$ cat src/rtl/mux_pkg.sv
// mux_pkg: shared helpers for the mux family
package mux_pkg;
  function automatic int idx_w(input int n);
    return (n > 2) ? $clog2(n) : 1;
  endfunction
endpackage

$ cat src/rtl/rr_pick.sv
// rr_pick: rotate-then-priority-encode round-robin grant, purely combinational
module rr_pick import mux_pkg::*; #(
  parameter int NCH = 4,
  localparam int SELW = idx_w(NCH)
) (
  input  logic [NCH-1:0]  req,
  input  logic [SELW-1:0] ptr,
  output logic [SELW-1:0] gnt,
  output logic            gnt_valid
);
  // scan farthest-first so the nearest requester after ptr wins
  always_comb begin
    gnt = '0;
    gnt_valid = 1'b0;
    for (int i = NCH; i >= 1; i--)
      if (req[SELW'((int'(ptr) + i) % NCH)]) begin
        gnt = SELW'((int'(ptr) + i) % NCH);
        gnt_valid = 1'b1;
      end
  end
endmodule

$ cat src/rtl/rr_arb_mux.sv
// rr_arb_mux: N:1 valid/ready mux with registered output, fixed or round-robin select
module rr_arb_mux import mux_pkg::*; #(
  parameter int WIDTH = 8,
  parameter int NCH = 4,
  localparam int SELW = idx_w(NCH)
) (
  input  logic                 clk,
  input  logic                 rst,
  input  logic                 mode,
  input  logic [SELW-1:0]      sel,
  input  logic [NCH*WIDTH-1:0] in_data,
  input  logic [NCH-1:0]       in_valid,
  output logic [NCH-1:0]       in_ready,
  output logic [WIDTH-1:0]     out_data,
  output logic [SELW-1:0]      out_chan,
  output logic                 out_valid,
  input  logic                 out_ready
);
  logic [SELW-1:0] ptr, rr_gnt, gnt;
  logic rr_valid, fx_valid, gnt_valid, load_en;
  rr_pick #(.NCH(NCH)) u_pick (
    .req(in_valid),
    .ptr(ptr),
    .gnt(rr_gnt),
    .gnt_valid(rr_valid)
  );
  assign fx_valid = (32'(sel) < NCH) && in_valid[sel];
  assign gnt = mode ? rr_gnt : sel;
  assign gnt_valid = mode ? rr_valid : fx_valid;
  assign load_en = !out_valid || out_ready;
  assign in_ready = (!rst && load_en && gnt_valid) ? NCH'(1) << gnt : '0;
  always_ff @(posedge clk)
    if (rst) begin
      out_valid <= 1'b0;
      out_data <= '0;
      out_chan <= '0;
      ptr <= SELW'(NCH - 1);
    end else if (load_en) begin
      out_valid <= gnt_valid;
      if (gnt_valid) begin
        out_data <= in_data[gnt*WIDTH +: WIDTH];
        out_chan <= gnt;
        if (mode) ptr <= gnt;
      end
    end
endmodule

$ cat config.mk
export PLATFORM = sky130hd
export DESIGN_NAME = rr_arb_mux
export DESIGN_NICKNAME = d
export VERILOG_FILES = /design/src/rtl/mux_pkg.sv /design/src/rtl/rr_pick.sv /design/src/rtl/rr_arb_mux.sv
export SDC_FILE = /design/constraint.sdc
export NUM_CORES = 1
export LEC_CHECK = 0
export CORE_MARGIN = 2
export CORE_UTILIZATION = 30
export DETAILED_ROUTE_END_ITERATION = 10
export MAX_ROUTING_LAYER = met4
export PLACE_DENSITY_LB_ADDON = 0.2
export SLEW_MARGIN = 10
export SYNTH_ARGS = -nofsm -noshare
export SYNTH_HDL_FRONTEND = slang
export SYNTH_SLANG_ARGS = --single-unit
$ cat constraint.sdc
create_clock -name clk -period 5.85 [get_ports clk]
set_clock_uncertainty 0.15 [all_clocks]
set_input_delay 0.585 -clock clk [delete_from_list [all_inputs] [get_ports clk]]
set_output_delay 0.585 -clock clk [all_outputs]
set_load 0.01 [all_outputs]
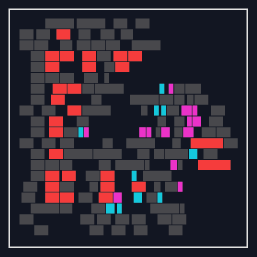
Fig. 1. Selected gate families.
Scale: 4 px per um.
| family | colour | cells | most used |
|---|---|---|---|
| multiplexers | red | 27 | mux2i_1 |
| NAND gates | magenta | 13 | nand2_1 |
| NOR gates | cyan | 10 | nor2_1 |
Layout Cells excl Fill: 186
most numerous logic cell after layout: clkdlybuf4s50_1
logic share of the area: 40.1%

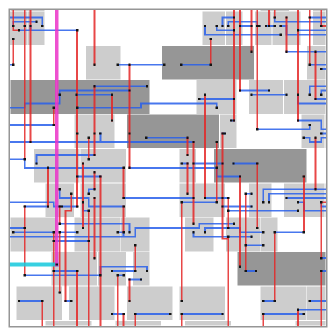
Fig. 2. Close-up of the layout.
Window x 17 to 42, y 5 to 30 um. Cells in grey, sequential cells in the stronger grey; small squares are vias.
| layer | colour |
|---|---|
| met1 | blue |
| met2 | red |
| met3 | cyan |
| met4 | magenta |
most frequent: clkdlybuf4s50_1 (8), dfxtp_1 (6)
sequential cells in the window: 6
cells with their middle in the window: 42
netlist names of flops here include: out_chan (2), out_data (2)

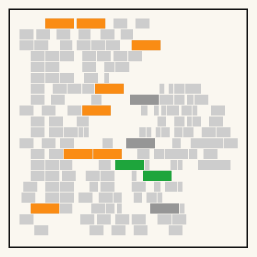
Fig. 3. Sequential cells coloured by netlist name.
Scale: 4 px per um. Other sequential cells in the stronger grey, the rest of the logic in the fainter grey.
| name in the netlist | colour | flops |
|---|---|---|
| out_data | orange | 8 |
| out_chan | green | 2 |
not coloured: 3
register area: 260 um^2
flop share of the area: 17.1%
Layout Utilization: 51.1%
Seq power: 106 uW

==> results.txt <==
Min-Delay Path Class: reg -> reg
WL final: 2310 um
Fill cell count: 276
Cts bufs inserted: 3
Status: finished, final reports clean
Area leader, netlist: dfxtp_1
Rows: 20
Worst path depth: 7
CP Cell Sequence: clkdlybuf4s50_1 > and2b_1 > a21oi_1 > o211ai_1 > a32o_1 > and3_1 > clkdlybuf4s50_1
Wl on met1: 1030 um
Basic Gates by Area: 17.3%
Setup TNS: 0 ns
Setup Slack @ Placement: 2.09 ns
Ports: 57
Fin. max-slew vios: 0
Setup bufs post-CTS: 0
Register bank with the most flops: out_data
First-pass iteration count of the detailed router: 4
Antenna Nets Post-Route: 0
Placed Area: 1500 um^2
Total gr overflow: 0
Pwr top: combinational cells
Netlist cell types: 31
Top delay family on crit path: buffers and inverters
Flip-flops with a built-in enable: 0
Placed cell count: 182
Most frequent CP cell: clkdlybuf4s50_1
Initial Util: 30.6%
Number of cells in Yosys stat: 96
Total core area: 2980 um^2
Yosys stat area: 912 um^2
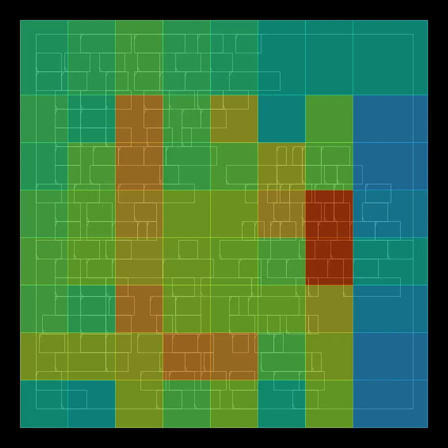
Fig. 4. Congestion heat map.
Total GRT Usage: 14.6%
drt wl/cell: 12.4 um
met2 usage: 23.2%
Global Route met1 Usage: 17.6%

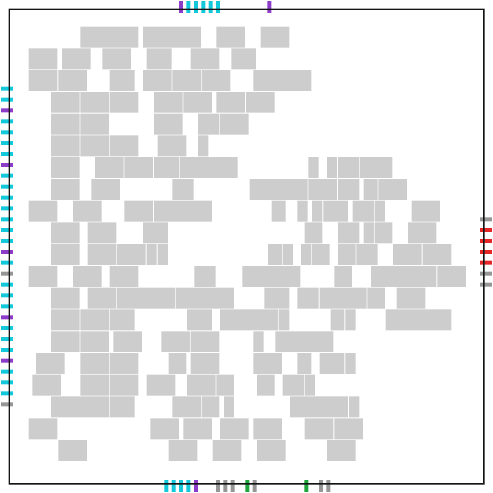
Fig. 5. I/O pins on the die edge.
Scale: 8 px per um. Pins as bars across the die edge, other pins in grey.
| port | colour | pins | direction | edge |
|---|---|---|---|---|
| out_data | purple | 8 | output | 5 west, 2 north, 1 south |
| out_chan | green | 2 | output | south |
| in_data | cyan | 32 | input | 23 west, 5 north, 4 south |
| in_valid | red | 4 | input | east |
all pins by edge: 30 west, 13 south, 7 north, 7 east
DIE WIDTH: 59.1 um
DIE HEIGHT: 59.1 um
# port buffers: 56

Power is estimated from default activity; no workload was simulated.
